**Run 1: sequential cells grouped by signal name**

Scale bar: 20 um. Other sequential cells in the stronger gray, the rest of the logic in the fainter gray.
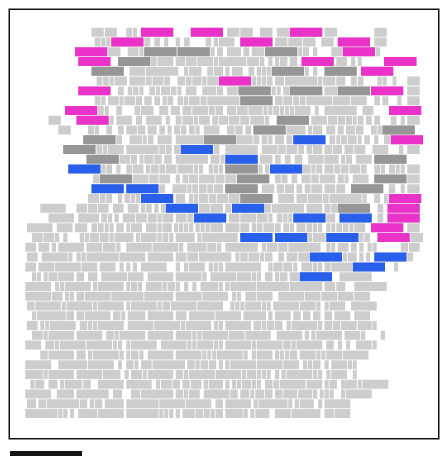
**Run 1: congestion heat map**

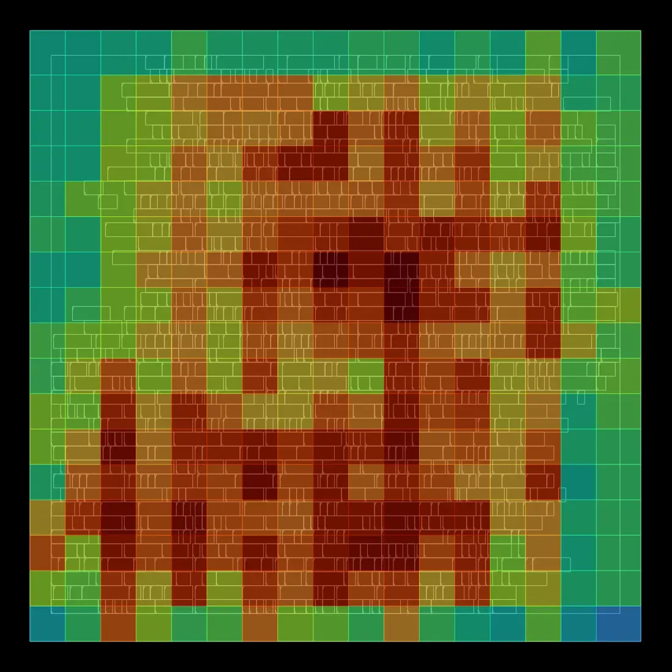
**Run 1: cell classes on the final placement**

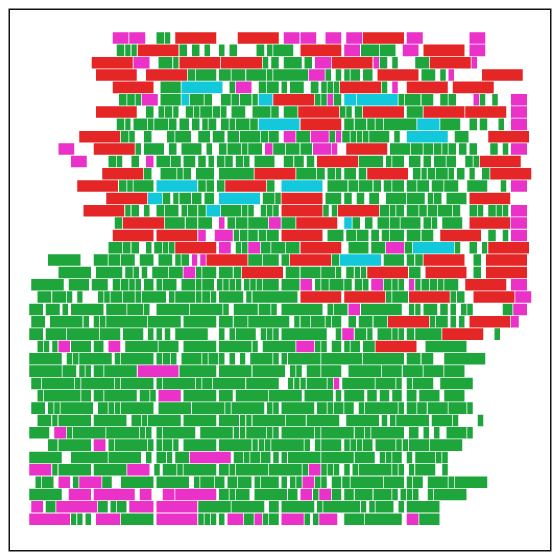
$ cat src/rtl/conv_pkg.sv
// Shared definitions for the convolution datapath: default widths, the term
// packing and the saturating add that is also used by the bias stage.
package conv_pkg;

  localparam int INW_DEF  = 10;
  localparam int OUTW_DEF = 24;

  typedef struct packed {
    logic signed [INW_DEF-1:0] weight;
    logic signed [INW_DEF-1:0] pixel;
  } term_t;

  // Operands arrive sign-extended to 64 bits. The sum is formed one bit
  // wider and then clamped to the signed range of 'width' bits.
  function automatic logic signed [63:0] sat_add(input logic signed [63:0] acc,
                                                 input logic signed [63:0] p,
                                                 input int unsigned        width);
    logic signed [64:0] sum;
    logic signed [64:0] hi;
    logic signed [64:0] lo;
    sum = {acc[63], acc} + {p[63], p};
    hi  = (65'sd1 <<< (width - 1)) - 65'sd1;
    lo  = -(65'sd1 <<< (width - 1));
    if (sum > hi) return hi[63:0];
    if (sum < lo) return lo[63:0];
    return sum[63:0];
  endfunction

endpackage

$ cat src/rtl/mac_sat.sv
// Stage 2 of the MAC stream: saturating window accumulator and the result
// register that drives the downstream AXI-Stream.
module mac_sat
  import conv_pkg::*;
#(
  parameter int INW  = INW_DEF,
  parameter int OUTW = OUTW_DEF,
  parameter bit RELU = 1'b0
) (
  input  logic                   clk,
  input  logic                   rst_n,
  input  logic                   en,
  input  logic                   v1,
  input  logic                   l1,
  input  logic signed [2*INW-1:0] p1,
  output logic [OUTW-1:0]        data,
  output logic                   valid
);

  logic signed [OUTW-1:0] acc;
  logic signed [63:0]     acc_ext;
  logic signed [63:0]     p_ext;
  logic signed [OUTW-1:0] s;

  assign acc_ext = {{(64-OUTW){acc[OUTW-1]}}, acc};
  assign p_ext   = {{(64-2*INW){p1[2*INW-1]}}, p1};
  assign s       = OUTW'(sat_add(acc_ext, p_ext, OUTW));

  always_ff @(posedge clk or negedge rst_n) begin
    if (!rst_n) begin
      acc   <= '0;
      data  <= '0;
      valid <= 1'b0;
    end else if (en) begin
      if (v1 && l1) begin
        data  <= (RELU && s[OUTW-1]) ? '0 : s;
        valid <= 1'b1;
        acc   <= '0;
      end else begin
        // en=1 implies any pending result was accepted this edge
        valid <= 1'b0;
        if (v1) acc <= s;
      end
    end
  end

endmodule

$ cat src/rtl/conv_mac_stream.sv
// Streaming multiply-accumulate: one (pixel, weight) term per cycle in, one
// saturated result per TLAST-delimited window out.
module conv_mac_stream
  import conv_pkg::*;
#(
  parameter int INW  = INW_DEF,
  parameter int OUTW = OUTW_DEF,
  parameter bit RELU = 1'b0
) (
  input  logic               clk,
  input  logic               reset,
  input  logic [2*INW-1:0]   IN_AXIS_TDATA,
  input  logic               IN_AXIS_TVALID,
  input  logic               IN_AXIS_TLAST,
  output logic               IN_AXIS_TREADY,
  output logic [OUTW-1:0]    OUT_AXIS_TDATA,
  output logic               OUT_AXIS_TVALID,
  input  logic               OUT_AXIS_TREADY
);

  logic                    en;
  logic                    hs;
  logic signed [INW-1:0]   w;
  logic signed [INW-1:0]   x;
  logic signed [2*INW-1:0] prod;
  logic signed [2*INW-1:0] p1;
  logic                    v1;
  logic                    l1;

  // Whole pipeline freezes only while a result is waiting on downstream.
  assign en             = !(OUT_AXIS_TVALID && !OUT_AXIS_TREADY);
  assign IN_AXIS_TREADY = en && reset;
  assign hs             = IN_AXIS_TVALID && IN_AXIS_TREADY;

  assign w    = IN_AXIS_TDATA[2*INW-1:INW];
  assign x    = IN_AXIS_TDATA[INW-1:0];
  assign prod = {{INW{w[INW-1]}}, w} * {{INW{x[INW-1]}}, x};

  always_ff @(posedge clk or negedge reset) begin
    if (!reset) begin
      p1 <= '0;
      v1 <= 1'b0;
      l1 <= 1'b0;
    end else if (en) begin
      p1 <= prod;
      v1 <= hs;
      l1 <= IN_AXIS_TLAST;
    end
  end

  mac_sat #(
    .INW  (INW),
    .OUTW (OUTW),
    .RELU (RELU)
  ) u_mac_sat (
    .clk   (clk),
    .rst_n (reset),
    .en    (en),
    .v1    (v1),
    .l1    (l1),
    .p1    (p1),
    .data  (OUT_AXIS_TDATA),
    .valid (OUT_AXIS_TVALID)
  );

endmodule
$ cat config.mk
export PLATFORM = sky130hd
export DESIGN_NAME = conv_mac_stream
export DESIGN_NICKNAME = d
export VERILOG_FILES = /design/src/rtl/conv_pkg.sv /design/src/rtl/mac_sat.sv /design/src/rtl/conv_mac_stream.sv
export SDC_FILE = /design/constraint.sdc
export NUM_CORES = 1
export LEC_CHECK = 0
export ABC_AREA = 0
export CORE_MARGIN = 4
export CORE_UTILIZATION = 65
export CTS_CLUSTER_SIZE = 10
export DETAILED_ROUTE_END_ITERATION = 12
export GPL_TIMING_DRIVEN = 0
export PLACE_DENSITY = 0.92
export RECOVER_POWER = 50
export SYNTH_ARGS = -nofsm -noshare
export SYNTH_HDL_FRONTEND = slang
export SYNTH_SLANG_ARGS = --single-unit
$ cat constraint.sdc
create_clock -name clk -period 3.7 [get_ports clk]
set_input_delay 0.925 -clock clk [delete_from_list [all_inputs] [get_ports clk]]
set_output_delay 0.925 -clock clk [all_outputs]
set_load 0.05 [all_outputs]
==> flow_summary.toml, run 1 <==
# implementation run metrics
[placed_design]
gp_congestion = 0.901

[logic_synthesis]
yosys_cells = 905
xor_share = 0.0426
synth_adder_area_share = 0.344
flop_cell = "dfrtp_1"
synthCells = 905
ys_top_logic_family = "adder cells"
ys_sh_simple = 0.149
synth-edff-count = 0
ys_area_um2 = 8020
synth_area_um2 = 8020
topCellsByArea = "fa_1 (23%), dfrtp_1 (22%), ha_1 (11%)"
synthAoiAreaFrac = 0.156
largest_area_cell = "fa_1"
syn_avg_cell_area_um2 = 8.86
ys_sh_mux = 0.00421
synth_flops = 71

[timing]
hold_viol_final = 0
slew_violations = 74
setup_viol = 16
max_slew_margin = -0.159
worst_slew_pin_slew_ns = 1.74
layout_setup_ws_ns = -1.78

[routing]
dr.pass1.iters = 5
first_iter_violations = 913
drcViolationCount = 0

[global_routing]
grt_pass1_wl_mm = 34.6

[worst_setup_path]
cp-start-kind = "primary input"
critPathCaptureType = "flip-flop"
path_class = "in2reg"
crit_fanout = 7

[clock_tree]
cts_tree = "built"
cts-root-buf = "clkbuf_16"
clockBufferDepth = 2
h-tree-depth = 3

[status]
outcome = "complete, but fails checks"
violations = "max-capacitance violations, max-slew violations, negative setup slack"

[run]
drv_cap = 1

[worst_hold_path]
hold_path_class = "reg2reg"

[cells_and_area]
syn2layout_area_growth_pct = 19.8

[floorplan]
core_um2 = 12100
core.rowCount = 40
die_w_um = 119
About 'sequential cells grouped by signal name':
u_mac_sat.data -> magenta  # flops 24
p1 -> blue  # flops 20
not colored = 27
Seq area share: 0.185
final core occ: 0.796

About 'congestion heat map':
grt met1 use: 0.371
Tot GR Track Use: 0.303
met3 Track Usage GR: 0.0513

About 'cell classes on the final placement':
other buffers and delay cells -> magenta  # cells 92, share of their area 9.8%
combinational and other logic -> green  # cells 799, share of their area 68%
flops -> red  # cells 71, share of their area 19%
clock drivers and dummy loads -> cyan  # cells 16, share of their area 3.0%

run 1: critical path, stage by stage:
cell and delay (ns):
clkbuf_16 0.12, nand2_4 0.04, fa_1 0.54, inv_2 0.05
fa_1 0.52, inv_1 0.06, fa_1 0.53, inv_2 0.05
fa_1 0.47, inv_1 0.05, fa_1 0.49, inv_2 0.06
ha_4 0.26, o21a_1 0.12, nor2_2 0.20, nor3_2 0.08
or4_4 0.45, a31o_1 0.26, a21oi_2 0.15, xor2_1 0.15
o21ai_1 0.08
run 1: cell type report:
class	count	area [um^2]
Inverter	138	520
Clock inverter	6	43.8
Clock buffer	10	239
Sequential cell	71	1780
Multi-Input combinational cell	661	5890
Tap cell	168	210
Fill cell	644	2460
Timing Repair Buffer	57	518
Buffer	35	400
run 1: timing repair:
item,CTS,global route
setup endpoints to repair,15,15
pin swaps,24,34
gates resized,41,22
gates cloned,1,0
setup buffers,10,13
run 1: Yosys cell counts (3+ instances only):
cell      number
xor2_1        11
xnor2_1       28
clkbuf_1      27
and2_1        45
o21bai_1       7
nor2b_1        3
a21oi_1       55
a22o_1         4
nor2_1        38
fa_1          92
a31oi_1        4
nand2b_1       9
o211ai_1       4
dfrtp_1       71
nand3_1       15
nor3_1         5
a21o_1        17
ha_1          73
o21a_1         9
o21ai_1       44
inv_1        137
nand2_1      134
mux2_2         3
o21ai_0       19
buf_2          3
run 1: metrics by stage:
stage	worst slack [ns]	TNS (ns)	util	instances	area, um^2
5_1_grt	-1.91	-19.93	0.796	1146	9600
6_report	-1.78	-17.83	0.796	1146	9600
2_1_floorplan	-1.70	-17.12	-	905	8420
4_1_cts	-1.58	-15.74	0.783	1134	9440
3_3_place_gp	-2.40	-71.57	0.743	1107	8970
3_5_place_dp	-2.45	-25.91	0.743	1107	8960
run 1: registers in the layout, summed over array words and instances (netlist names):
| register | cells |
|---|---|
| l1 | 1 |
| p1 | 20 |
| u_mac_sat.acc | 24 |
| u_mac_sat.data | 24 |
| u_mac_sat.valid | 1 |
| v1 | 1 |
run 1: worst paths after layout:
| check | end | depth (start not counted) | from | slack [ns] |
|---|---|---|---|---|
| worst max-delay path | p1[16] | 21 | IN_AXIS_TDATA[3] | -1.78 |
| worst min-delay path | u_mac_sat.data[4] | 2 | u_mac_sat.data[4] | 0.48 |
| worst max register to register | u_mac_sat.acc[10] | 11 | p1[10] | 0.44 |
| worst min register to register | u_mac_sat.data[4] | 2 | u_mac_sat.data[4] | 0.48 |
| max in group asynchronous | p1[14] | 1 | reset | 1.62 |
| min in group asynchronous | p1[4] | 1 | reset | 1.03 |
run 1: metal layers:
metal,up-vias,GRT usage,wire [um]
li1,3075,-,-
met1,3436,0.371,8120
met2,484,0.521,11300
met3,169,0.0513,1980
met4,0,0.140,1590
met5,-,0,0
run 1: kinds of logic after synthesis:
kind of cell | after synthesis
muxes | 3
DFF | 71
buffers and inverters | 173
adders and majority gates | 165
AOI/OAI and AO/OA | 193
and+or+nand+nor | 261
xor gates and xnor gates | 39
**Run 1: signal metal coverage by tile**

Scale bar: 20 um. The die is cut into 24 by 24 equal tiles; dark blue is low, red is high, scaled to the fullest tile. Values are wire area over tile area, all layers added.
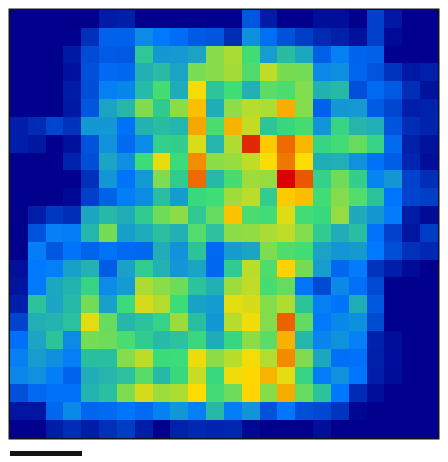

## Run 2: what changed since run 1
--- a/config.mk
+++ b/config.mk
@@ -10,8 +10,9 @@
 export CORE_UTILIZATION = 65
 export CTS_CLUSTER_SIZE = 10
 export DETAILED_ROUTE_END_ITERATION = 12
+export DONT_BUFFER_PORTS = 1
 export GPL_TIMING_DRIVEN = 0
-export PLACE_DENSITY = 0.92
+export PLACE_DENSITY = 0.87
 export RECOVER_POWER = 50
 export SYNTH_ARGS = -nofsm -noshare
 export SYNTH_HDL_FRONTEND = slang
==> constraint.sdc (replaced) <==
create_clock -name clk -period 3.7 [get_ports clk]
set_input_delay 0.925 -clock clk [delete_from_list [all_inputs] [get_ports clk]]
set_output_delay 0.925 -clock clk [all_outputs]
set_load 0.01 [all_outputs]
**Run 2: signal metal coverage by tile**

Scale bar: 20 um. The die is cut into 24 by 24 equal tiles; dark blue is low, red is high, scaled to the fullest tile. Values are wire area over tile area, all layers added.
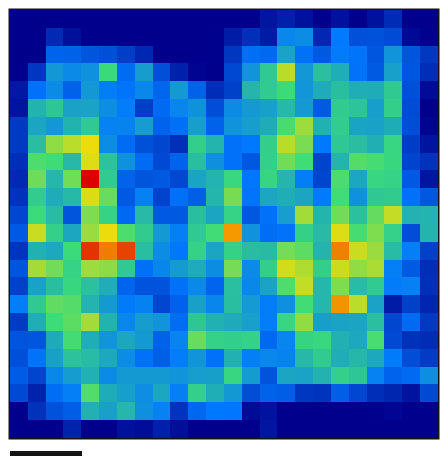
tiles over half the peak = 12%
nearly empty tiles = 12%
mean over tiles = 0.21
fullest tile = 0.72

==> run 2 against run 1 <==
Net effect: the run ends with negative setup slack left; critical path depth fell by 4; global-route usage decreased by 3.3 points; count of clock-buffer cells in the layout is 3 higher; die area stayed put; via count fell by 11%; register-to-register slack improved by 0.18 ns; sequential cell count stayed put; area after synthesis unchanged; cell area down 2.4%; cell count is 3.1% lower.
==> flow_summary.toml, run 2 <==
# implementation run metrics
[logic_synthesis]
synth_cell_types = 61
yosys-top-cells-count = "inv_1 (137), nand2_1 (134), fa_1 (92)"
synth_area_um2 = 8020
synth-edff-count = 0
yosys_cells = 905
synth_seq_share = 0.222
topCellsByArea = "fa_1 (23%), dfrtp_1 (22%), ha_1 (11%)"
synthCells = 905
syn_avg_cell_area_um2 = 8.86
synth_flops = 71
largest_area_cell = "fa_1"
ys_area_um2 = 8020
top_cell = "inv_1"

[worst_setup_path]
path_class = "in2reg"
path_buffers = 4
reg2reg_slack_ns = 0.62
cp-start-kind = "primary input"
path_cells = "clkbuf_16 > and2_4 > fa_2 > fa_1 > fa_1 > fa_1 > inv_1 > fa_1 > inv_1 > ha_2 > or2_4 > or4_4 > buf_6 > nand2_2 > o21ba_4 > xor2_2 > a21oi_1"
crit_fanout = 10
max_stage_delay_ns = 0.59
reg2reg_depth = 13
reg2reg_to = "u_mac_sat.data[13]"
critPathCaptureType = "flip-flop"
crit_family = "adder cells"
rr_startpoint = "p1[0]"
crit_top_cell = "fa_1"
cp_slowest_cell = "fa_1"

[timing]
layout_setup_ws_ns = -1.50
slew_violations = 0
max_slew_margin = 0.608
setup_viol = 15
hold_viol_final = 0

[routing]
dr.pass1.iters = 5
first_iter_violations = 459
vias_per_cell = 5.73
drcViolationCount = 0

[floorplan]
core_um2 = 12100
core.rowCount = 40
die_w_um = 119

[placed_design]
gp_congestion = 0.893

[cells_and_area]
syn2layout_area_growth_pct = 16.8
fillers = 765
stdcell_area_um2 = 9370
reg_top3 = "u_mac_sat.acc x24, u_mac_sat.data x24, p1 x20"
regArea_um2 = 1780
mi_logic_area_um2 = 5920

[worst_hold_path]
hold_path_class = "in2async"

[clock_tree]
h-tree-depth = 3
cts-buffers-inserted = 9
clockBufferDepth = 2
cts-root-buf = "clkbuf_16"
cts_tree = "built"

[global_routing]
grt_pass1_wl_mm = 31.0
grt_max_degree = 74

[status]
violations = "negative setup slack"
outcome = "complete, but fails checks"

[run]
drv_cap = 0
**Run 2: signal wires by layer**

Scale bar: 20 um.
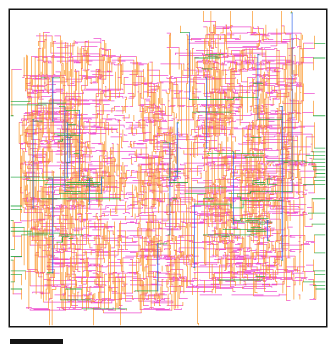
metal 3 -> green  # wire length 813 um
metal 1 -> magenta  # wire length 7540 um
metal 2 -> orange  # wire length 9900 um
metal 4 -> blue  # wire length 524 um

run 2: how the worst max path moves through the flow:
stage	startpoint	to	slack (ns)	depth (start not counted)
3_5_place_dp	IN_AXIS_TDATA[5]	p1[19]	-2.06	17
3_3_place_gp	IN_AXIS_TDATA[10]	p1[19]	-1.97	19
6_report	IN_AXIS_TDATA[19]	p1[18]	-1.50	17
5_1_grt	IN_AXIS_TDATA[10]	p1[16]	-1.72	19
2_1_floorplan	IN_AXIS_TDATA[19]	p1[16]	-1.70	16
4_1_cts	IN_AXIS_TDATA[3]	p1[16]	-1.49	21
run 2: repair_timing:
item	4_1_cts	5_1_grt
pin swaps	53	17
resized	38	15
buffers inserted	17	5
endpoints found under the setup margin	14	15
gates cloned	1	1
hold buffers	0	0
run 2: per-stage QoR:
stage | std cells | TNS [ns] | util
detailed placement | 1073 | -20.86 | 0.715
global route | 1110 | -17.19 | 0.777
finish | 1110 | -14.88 | 0.777
floorplan | 905 | -17.12 | -
global placement | 1073 | -19.90 | 0.715
CTS | 1107 | -14.79 | 0.769
run 2: routing by layer:
layer | vias up | wire, um | GRT usage | share of wire
met3 | 45 | 813 | 0.0337 | 0.043
met5 | - | 0 | 0 | 0
met2 | 210 | 9900 | 0.479 | 0.53
met4 | 0 | 523 | 0.112 | 0.028
met1 | 3126 | 7540 | 0.333 | 0.40
li1 | 2983 | - | - | -
run 2: cells by family after synthesis:
kind of cell / count (synthesis) / synth area share
adder cells (fa/ha/maj): 165 / 0.344
multiplexers: 3 / 0.00421
XOR/XNOR: 39 / 0.0426
AND/OR/NAND/NOR: 261 / 0.149
flip-flops: 71 / 0.222
buffers and inverters: 173 / 0.0838
AND-OR/OR-AND: 193 / 0.156
run 2: layout make-up:
class | count | area share
plain buffers | 35 | 0.0451
clock buffers | 13 | 0.0278
clock inverters | 3 | 0.00695
inverters | 138 | 0.0556
multi-input cells | 661 | 0.632
flip-flops and latches | 71 | 0.190
well taps | 168 | 0.0224
repair buffers | 21 | 0.0208
